$ cat config.mk
export PLATFORM = sky130hd
export DESIGN_NAME = cprv_fetch_unit_flat
export DESIGN_NICKNAME = d
export VERILOG_FILES = /design/src/rtl/cprv_pkg.sv /design/src/rtl/cprv_fetch_unit_if.sv /design/src/rtl/cprv_sync_fifo.sv /design/src/rtl/cprv_fetch_unit.sv /design/src/flat_wrapper.sv
export SDC_FILE = /design/constraint.sdc
export NUM_CORES = 1
export LEC_CHECK = 0
export CORE_MARGIN = 10
export CORE_UTILIZATION = 64
export CTS_BUF_LIST = sky130_fd_sc_hd__clkbuf_4 sky130_fd_sc_hd__clkbuf_8
export CTS_CLUSTER_SIZE = 20
export DETAILED_ROUTE_END_ITERATION = 8
export PLACE_DENSITY = 0.88
export SLEW_MARGIN = 20
export SYNTH_ARGS = -nofsm -noshare
export SYNTH_HDL_FRONTEND = slang
export SYNTH_HIERARCHICAL = 1
export SYNTH_SLANG_ARGS = --single-unit
$ cat constraint.sdc
create_clock -name clk -period 7.7 [get_ports clk]
set_clock_uncertainty 0.2 [all_clocks]
set_input_delay 0.77 -clock clk [delete_from_list [all_inputs] [get_ports clk]]
set_output_delay 0.77 -clock clk [all_outputs]
set_load 0.02 [all_outputs]
$ cat src/rtl/cprv_pkg.sv
// Shared constants and types for the cprv instruction-fetch front end.
package cprv_pkg;

  localparam int INSTR_BYTES = 4;
  localparam int DEFAULT_ADDR_WIDTH = 64;
  localparam int DEFAULT_INSTR_WIDTH = 32;
  localparam logic [63:0] DEFAULT_RESET_PC = 64'h0000_0000_8000_0000;

  typedef struct packed {
    logic [DEFAULT_ADDR_WIDTH-1:0]  pc;
    logic [DEFAULT_INSTR_WIDTH-1:0] instr;
  } fetch_entry_t;

endpackage

$ cat src/rtl/cprv_fetch_unit_if.sv
// Fetch-unit bus: redirect input, imem request/response channels and the ID-side queue head.
interface cprv_fetch_unit_if #(
  parameter int ADDR_WIDTH  = 64,
  parameter int INSTR_WIDTH = 32,
  parameter int FIFO_DEPTH  = 4
);

  localparam int CNT_W = $clog2(FIFO_DEPTH + 1);

  logic                   redirect_valid_i;
  logic [ADDR_WIDTH-1:0]  redirect_pc_i;
  logic                   valid_imem_o;
  logic                   ready_imem_i;
  logic [ADDR_WIDTH-1:0]  instr_addr_imem_o;
  logic                   valid_if_i;
  logic                   ready_if_o;
  logic [INSTR_WIDTH-1:0] instr_data_imem_i;
  logic                   valid_id_o;
  logic                   ready_id_i;
  logic [INSTR_WIDTH-1:0] instr_data_id_o;
  logic [ADDR_WIDTH-1:0]  pc_id_o;
  logic [CNT_W-1:0]       fifo_count_o;

  modport master (
    input  redirect_valid_i, redirect_pc_i, ready_imem_i, valid_if_i,
           instr_data_imem_i, ready_id_i,
    output valid_imem_o, instr_addr_imem_o, ready_if_o, valid_id_o,
           instr_data_id_o, pc_id_o, fifo_count_o
  );

  modport slave (
    output redirect_valid_i, redirect_pc_i, ready_imem_i, valid_if_i,
           instr_data_imem_i, ready_id_i,
    input  valid_imem_o, instr_addr_imem_o, ready_if_o, valid_id_o,
           instr_data_id_o, pc_id_o, fifo_count_o
  );

endinterface

$ cat src/rtl/cprv_sync_fifo.sv
// Synchronous FIFO with registered head data/valid, flush, and same-cycle push+pop.
module cprv_sync_fifo #(
  parameter int WIDTH = 96,
  parameter int DEPTH = 4
) (
  input  logic                       clk,
  input  logic                       rst_n,
  input  logic                       push,
  input  logic                       pop,
  input  logic                       flush,
  input  logic [WIDTH-1:0]           din,
  output logic [WIDTH-1:0]           dout,
  output logic                       valid,
  output logic [$clog2(DEPTH+1)-1:0] count
);

  localparam int PW = $clog2(DEPTH);
  localparam int CW = $clog2(DEPTH + 1);
  localparam logic [CW-1:0] FULL = CW'(DEPTH);

  logic [WIDTH-1:0] mem_r [DEPTH];
  logic [PW-1:0]    rd_ptr_r, wr_ptr_r, rd_next_s;
  logic [CW-1:0]    count_r, count_next_s;
  logic [WIDTH-1:0] dout_r, dout_next_s;
  logic             valid_r, push_ok_s, pop_ok_s;

  // Next pointers, occupancy and the entry that becomes the head next cycle.
  always_comb begin
    pop_ok_s     = pop && valid_r;
    push_ok_s    = push && ((count_r != FULL) || pop_ok_s);
    rd_next_s    = rd_ptr_r + PW'(pop_ok_s);
    count_next_s = count_r + CW'(push_ok_s) - CW'(pop_ok_s);
    if (count_next_s == CW'(0)) begin
      dout_next_s = dout_r;
    end else if (push_ok_s && ((count_r - CW'(pop_ok_s)) == CW'(0))) begin
      // Queue drains to empty this cycle, so the incoming word becomes the head.
      dout_next_s = din;
    end else begin
      dout_next_s = mem_r[rd_next_s];
    end
  end

  // Storage, pointers and registered head.
  always_ff @(posedge clk or negedge rst_n) begin
    if (!rst_n) begin
      for (int i = 0; i < DEPTH; i++) begin
        mem_r[i] <= {WIDTH{1'b0}};
      end
      rd_ptr_r <= PW'(0);
      wr_ptr_r <= PW'(0);
      count_r  <= CW'(0);
      valid_r  <= 1'b0;
      dout_r   <= {WIDTH{1'b0}};
    end else if (flush) begin
      rd_ptr_r <= PW'(0);
      wr_ptr_r <= PW'(0);
      count_r  <= CW'(0);
      valid_r  <= 1'b0;
      dout_r   <= {WIDTH{1'b0}};
    end else begin
      if (push_ok_s) begin
        mem_r[wr_ptr_r] <= din;
        wr_ptr_r        <= wr_ptr_r + PW'(1);
      end
      rd_ptr_r <= rd_next_s;
      count_r  <= count_next_s;
      valid_r  <= (count_next_s != CW'(0));
      dout_r   <= dout_next_s;
    end
  end

  assign dout  = dout_r;
  assign valid = valid_r;
  assign count = count_r;

endmodule

$ cat src/rtl/cprv_fetch_unit.sv
// IF stage: PC ownership, credit-limited imem requests, stale-response discard and prefetch queue.
module cprv_fetch_unit
  import cprv_pkg::*;
#(
  parameter int                    ADDR_WIDTH      = 64,
  parameter int                    INSTR_WIDTH     = 32,
  parameter logic [ADDR_WIDTH-1:0] RESET_PC        = ADDR_WIDTH'(DEFAULT_RESET_PC),
  parameter int                    FIFO_DEPTH      = 4,
  parameter int                    MAX_OUTSTANDING = 2
) (
  input logic               clk,
  input logic               rst_n,
  cprv_fetch_unit_if.master bus
);

  localparam int OW = $clog2(MAX_OUTSTANDING + 1);
  localparam int CW = $clog2(FIFO_DEPTH + 1);
  localparam int SW = $clog2(MAX_OUTSTANDING + FIFO_DEPTH + 1);
  localparam logic [OW-1:0]         MAX_OUT = OW'(MAX_OUTSTANDING);
  localparam logic [SW-1:0]         DEPTH_S = SW'(FIFO_DEPTH);
  localparam logic [ADDR_WIDTH-1:0] PC_STEP = ADDR_WIDTH'(INSTR_BYTES);

  typedef struct packed {
    logic [ADDR_WIDTH-1:0]  pc;
    logic [INSTR_WIDTH-1:0] instr;
  } entry_t;

  logic [ADDR_WIDTH-1:0] fetch_pc_r, resp_pc_r, redirect_pc_s;
  logic [OW-1:0]         outstanding_r, outstanding_next_s;
  logic [OW-1:0]         discard_cnt_r, discard_next_s;
  logic [CW-1:0]         fifo_count_s, count_next_s;
  logic [SW-1:0]         credit_use_s;
  logic                  valid_imem_r, ready_if_r, valid_next_s;
  logic                  req_fire_s, rsp_fire_s, push_s, pop_s, head_valid_s;
  logic                  unused_pc_bits_s;
  entry_t                push_data_s, head_s;

  assign unused_pc_bits_s = ^bus.redirect_pc_i[1:0];

  // Handshakes, discard bookkeeping and the credit check for next cycle's request.
  always_comb begin
    req_fire_s         = valid_imem_r & bus.ready_imem_i;
    rsp_fire_s         = bus.valid_if_i & ready_if_r;
    redirect_pc_s      = {bus.redirect_pc_i[ADDR_WIDTH-1:2], 2'b00};
    outstanding_next_s = outstanding_r + OW'(req_fire_s) - OW'(rsp_fire_s);
    push_data_s        = '{pc: resp_pc_r, instr: bus.instr_data_imem_i};
    if (bus.redirect_valid_i) begin
      // Everything still in flight, including a request accepted now, is stale.
      push_s         = 1'b0;
      pop_s          = 1'b0;
      discard_next_s = outstanding_next_s;
      count_next_s   = CW'(0);
    end else begin
      push_s         = rsp_fire_s && (discard_cnt_r == OW'(0));
      pop_s          = head_valid_s && bus.ready_id_i;
      discard_next_s = (rsp_fire_s && !push_s) ? discard_cnt_r - OW'(1) : discard_cnt_r;
      count_next_s   = fifo_count_s + CW'(push_s) - CW'(pop_s);
    end
    credit_use_s = SW'(outstanding_next_s) + SW'(count_next_s);
    valid_next_s = (outstanding_next_s < MAX_OUT) && (credit_use_s < DEPTH_S);
  end

  // PCs, credit counters and registered channel controls.
  always_ff @(posedge clk or negedge rst_n) begin
    if (!rst_n) begin
      fetch_pc_r    <= RESET_PC;
      resp_pc_r     <= RESET_PC;
      outstanding_r <= OW'(0);
      discard_cnt_r <= OW'(0);
      valid_imem_r  <= 1'b0;
      ready_if_r    <= 1'b0;
    end else begin
      outstanding_r <= outstanding_next_s;
      discard_cnt_r <= discard_next_s;
      valid_imem_r  <= valid_next_s;
      ready_if_r    <= 1'b1;
      if (bus.redirect_valid_i) begin
        fetch_pc_r <= redirect_pc_s;
        resp_pc_r  <= redirect_pc_s;
      end else begin
        if (req_fire_s) begin
          fetch_pc_r <= fetch_pc_r + PC_STEP;
        end
        if (push_s) begin
          resp_pc_r <= resp_pc_r + PC_STEP;
        end
      end
    end
  end

  cprv_sync_fifo #(
    .WIDTH ($bits(entry_t)),
    .DEPTH (FIFO_DEPTH)
  ) u_queue (
    .clk   (clk),
    .rst_n (rst_n),
    .push  (push_s),
    .pop   (pop_s),
    .flush (bus.redirect_valid_i),
    .din   (push_data_s),
    .dout  (head_s),
    .valid (head_valid_s),
    .count (fifo_count_s)
  );

  assign bus.valid_imem_o      = valid_imem_r;
  assign bus.instr_addr_imem_o = fetch_pc_r;
  assign bus.ready_if_o        = ready_if_r;
  assign bus.valid_id_o        = head_valid_s;
  assign bus.instr_data_id_o   = head_s.instr;
  assign bus.pc_id_o           = head_s.pc;
  assign bus.fifo_count_o      = fifo_count_s;

endmodule

$ cat src/flat_wrapper.sv
// flat-port wrapper written by rule: the top's interface ports become plain ports
module cprv_fetch_unit_flat import cprv_pkg::*;
#(
  parameter int                    ADDR_WIDTH      = 64,
  parameter int                    INSTR_WIDTH     = 32,
  parameter logic [ADDR_WIDTH-1:0] RESET_PC        = ADDR_WIDTH'(DEFAULT_RESET_PC),
  parameter int                    FIFO_DEPTH      = 4,
  parameter int                    MAX_OUTSTANDING = 2
)
  (clk, rst_n, bus_redirect_valid_i, bus_redirect_pc_i, bus_ready_imem_i, bus_valid_if_i, bus_instr_data_imem_i, bus_ready_id_i, bus_valid_imem_o, bus_instr_addr_imem_o, bus_ready_if_o, bus_valid_id_o, bus_instr_data_id_o, bus_pc_id_o, bus_fifo_count_o);
  cprv_fetch_unit_if #(.ADDR_WIDTH(ADDR_WIDTH), .INSTR_WIDTH(INSTR_WIDTH), .FIFO_DEPTH(FIFO_DEPTH)) bus_i ();
  input logic clk;
  input logic rst_n;
  input wire logic [$bits(bus_i.redirect_valid_i)-1:0] bus_redirect_valid_i;
  input wire logic [$bits(bus_i.redirect_pc_i)-1:0] bus_redirect_pc_i;
  input wire logic [$bits(bus_i.ready_imem_i)-1:0] bus_ready_imem_i;
  input wire logic [$bits(bus_i.valid_if_i)-1:0] bus_valid_if_i;
  input wire logic [$bits(bus_i.instr_data_imem_i)-1:0] bus_instr_data_imem_i;
  input wire logic [$bits(bus_i.ready_id_i)-1:0] bus_ready_id_i;
  output wire logic [$bits(bus_i.valid_imem_o)-1:0] bus_valid_imem_o;
  output wire logic [$bits(bus_i.instr_addr_imem_o)-1:0] bus_instr_addr_imem_o;
  output wire logic [$bits(bus_i.ready_if_o)-1:0] bus_ready_if_o;
  output wire logic [$bits(bus_i.valid_id_o)-1:0] bus_valid_id_o;
  output wire logic [$bits(bus_i.instr_data_id_o)-1:0] bus_instr_data_id_o;
  output wire logic [$bits(bus_i.pc_id_o)-1:0] bus_pc_id_o;
  output wire logic [$bits(bus_i.fifo_count_o)-1:0] bus_fifo_count_o;
  assign bus_i.redirect_valid_i = bus_redirect_valid_i;
  assign bus_i.redirect_pc_i = bus_redirect_pc_i;
  assign bus_i.ready_imem_i = bus_ready_imem_i;
  assign bus_i.valid_if_i = bus_valid_if_i;
  assign bus_i.instr_data_imem_i = bus_instr_data_imem_i;
  assign bus_i.ready_id_i = bus_ready_id_i;
  assign bus_valid_imem_o = bus_i.valid_imem_o;
  assign bus_instr_addr_imem_o = bus_i.instr_addr_imem_o;
  assign bus_ready_if_o = bus_i.ready_if_o;
  assign bus_valid_id_o = bus_i.valid_id_o;
  assign bus_instr_data_id_o = bus_i.instr_data_id_o;
  assign bus_pc_id_o = bus_i.pc_id_o;
  assign bus_fifo_count_o = bus_i.fifo_count_o;
  cprv_fetch_unit #(.ADDR_WIDTH(ADDR_WIDTH), .INSTR_WIDTH(INSTR_WIDTH), .RESET_PC(RESET_PC), .FIFO_DEPTH(FIFO_DEPTH), .MAX_OUTSTANDING(MAX_OUTSTANDING)) u_core (.clk(clk), .rst_n(rst_n), .bus(bus_i));
endmodule
==> reports/metrics.cfg <==
[pwr]
pwr-share-seq_pct=47.7

[global_routing]
grt_pass1_vias=21490

[cells_and_area]
design_area_sq_um=34200
register_area_sq_um=15470

[place]
routabilityCongestion=0.8751
dpl_cell_area_sq_um=32170
portBuffers=263

[job]
warnings=35

[setup_path]
path_buffers=8
cp_slowest_cell=buf_4

[outcome]
outcome=finished clean

[sta]
rsz0062_at_grt=no
period_used_pct=66.49

[cts]
clockBufferDepth=3
clock.latency.late_pin_ps=700
clock-sinks=618

[floorplanning]
taps=600
io-pin-count=268

[synth]
logic_family=multiplexers
synth.distinct_cells=61

[hold_path]
hold_path_depth=2

path summary, 6_finish.rpt:
path / slack, ps / start / endpoint
max: 2580 / u_core/discard_cnt_r[0] / u_core/u_queue/dout[51]
min: 250 / bus_redirect_valid_i / u_core/u_queue/count[1]
max reg2reg: 2580 / u_core/discard_cnt_r[0] / u_core/u_queue/dout[51]
min reg2reg: 300 / u_core/u_queue/mem_r[104] / u_core/u_queue/mem_r[104]
max in group asynchronous: 5430 / rst_n / u_core/u_queue/mem_r[53]
min in group asynchronous: 500 / rst_n / u_core/u_queue/mem_r[297]
power by group through the flow:
stage | combinational [mW] | sequential, mW | clock, mW
2_1_floorplan | 0.922 | 4.10 | 0
5_1_grt | 1.75 | 4.11 | 3.01
4_1_cts | 1.63 | 4.05 | 2.86
3_5_place_dp | 1.62 | 4.10 | 0
6_report | 1.63 | 4.06 | 2.83
3_3_place_gp | 1.55 | 4.05 | 0
cell usage after synthesis (14+ instances only):
cell type,n,share of area [%]
and2_1,106,2.3
nand4_1,51,1.1
a221o_1,96,3.3
nor4_1,34,0.73
nor3_1,38,0.65
or3_1,14,0.30
buf_1,25,0.32
dfrtp_1,616,53
and3_1,20,0.43
mux2_2,441,17
buf_2,42,0.72
a21oi_1,18,0.31
ha_1,16,0.69
inv_1,27,0.35
a31oi_1,21,0.45
or4_1,16,0.41
xor2_1,21,0.63
nor2_1,69,0.89
and4_1,25,0.75
mux4_2,96,7.4
nand2_1,58,0.75
clkbuf_1,59,0.76
nand3_1,39,0.67
xnor2_1,62,1.9
metrics by stage:
stage / instances / hold slack (ps)
3_3_place_gp: 2901 / 280.6
4_1_cts: 3073 / 201.8
2_1_floorplan: 2154 / 273.9
6_report: 3076 / 252.5
3_5_place_dp: 2901 / 287.4
5_1_grt: 3076 / 238.5
**Placed cells, one colour a class**

Fill, decap, tap and diode cells in grey.
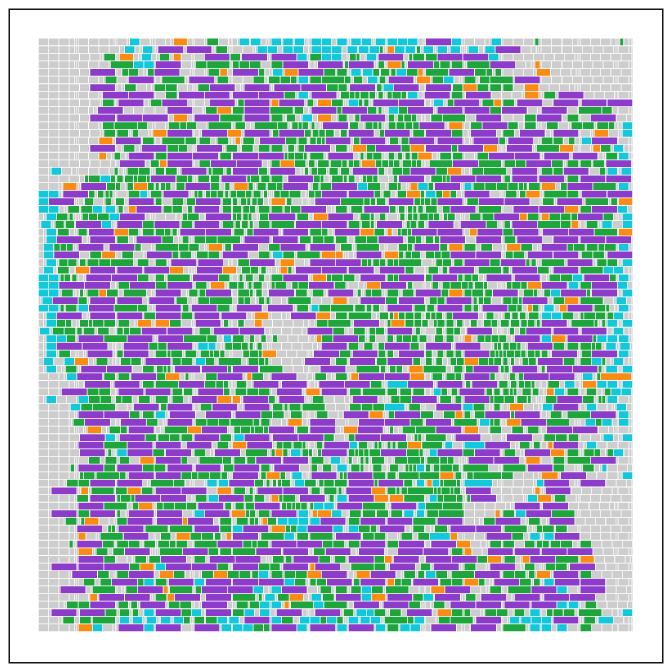
Key: cyan = remaining buffers and delay cells [cells 287]; purple = registers [cells 618]; green = remaining logic cells [cells 1398]; orange = clock drivers and dummy loads [cells 171]

**Wiring heat map**

Scale bar: 50 um. The die is cut into 23 by 23 equal tiles; dark blue is low, red is high, scaled to the fullest tile. Values are wire area over tile area, all layers added.
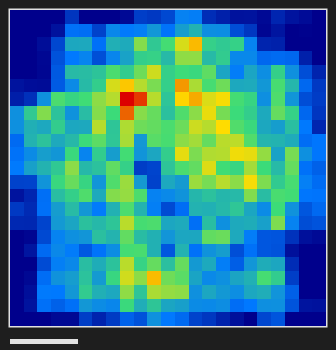
The fullest tile reaches 0.74. 11% of the tiles are nearly empty. The mean over all tiles is 0.25. 23% of the tiles are over half the peak.

**Met3 routing**

Scale bar: 50 um.
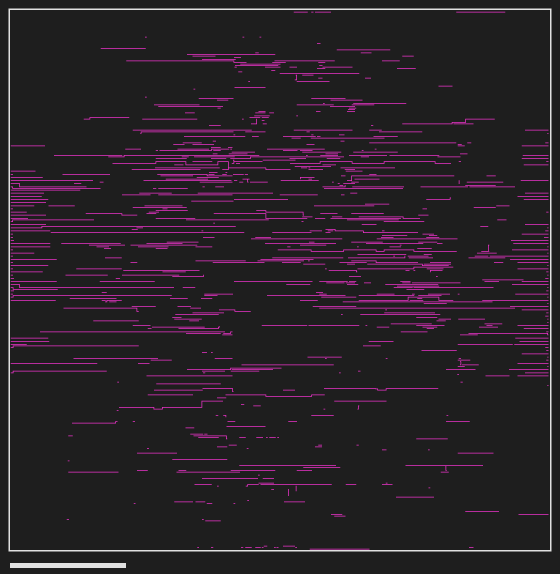
The layer carries 7620 um of wire. The wires run mostly horizontal. The layer holds 9.6% of the routed length.

**The clock network**

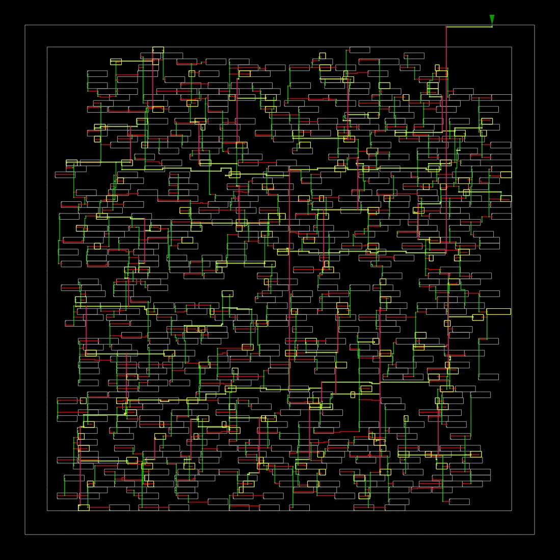
Clock Power: 2.83 mW
clkbuf count: 146
CTS Buf Count: 99
seq_cells: 618

**Signal wires on met1**

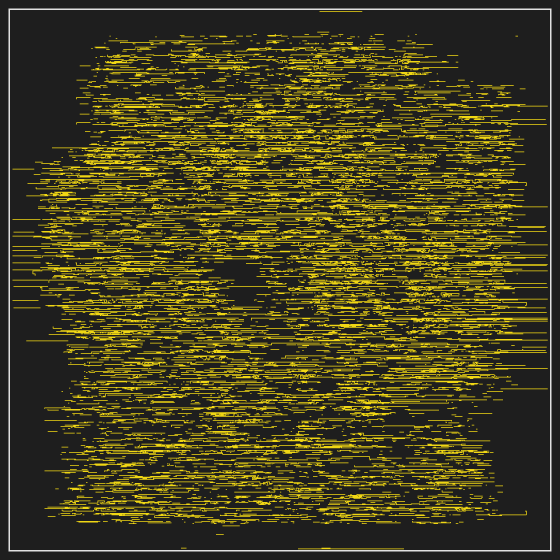
The layer holds 39% of the routed length. The layer carries 30.8 mm of wire. 2347 nets have wire on it. The longest straight run is 63.0 um. The wires run mostly horizontal.

Power is estimated from default activity; no workload was simulated.
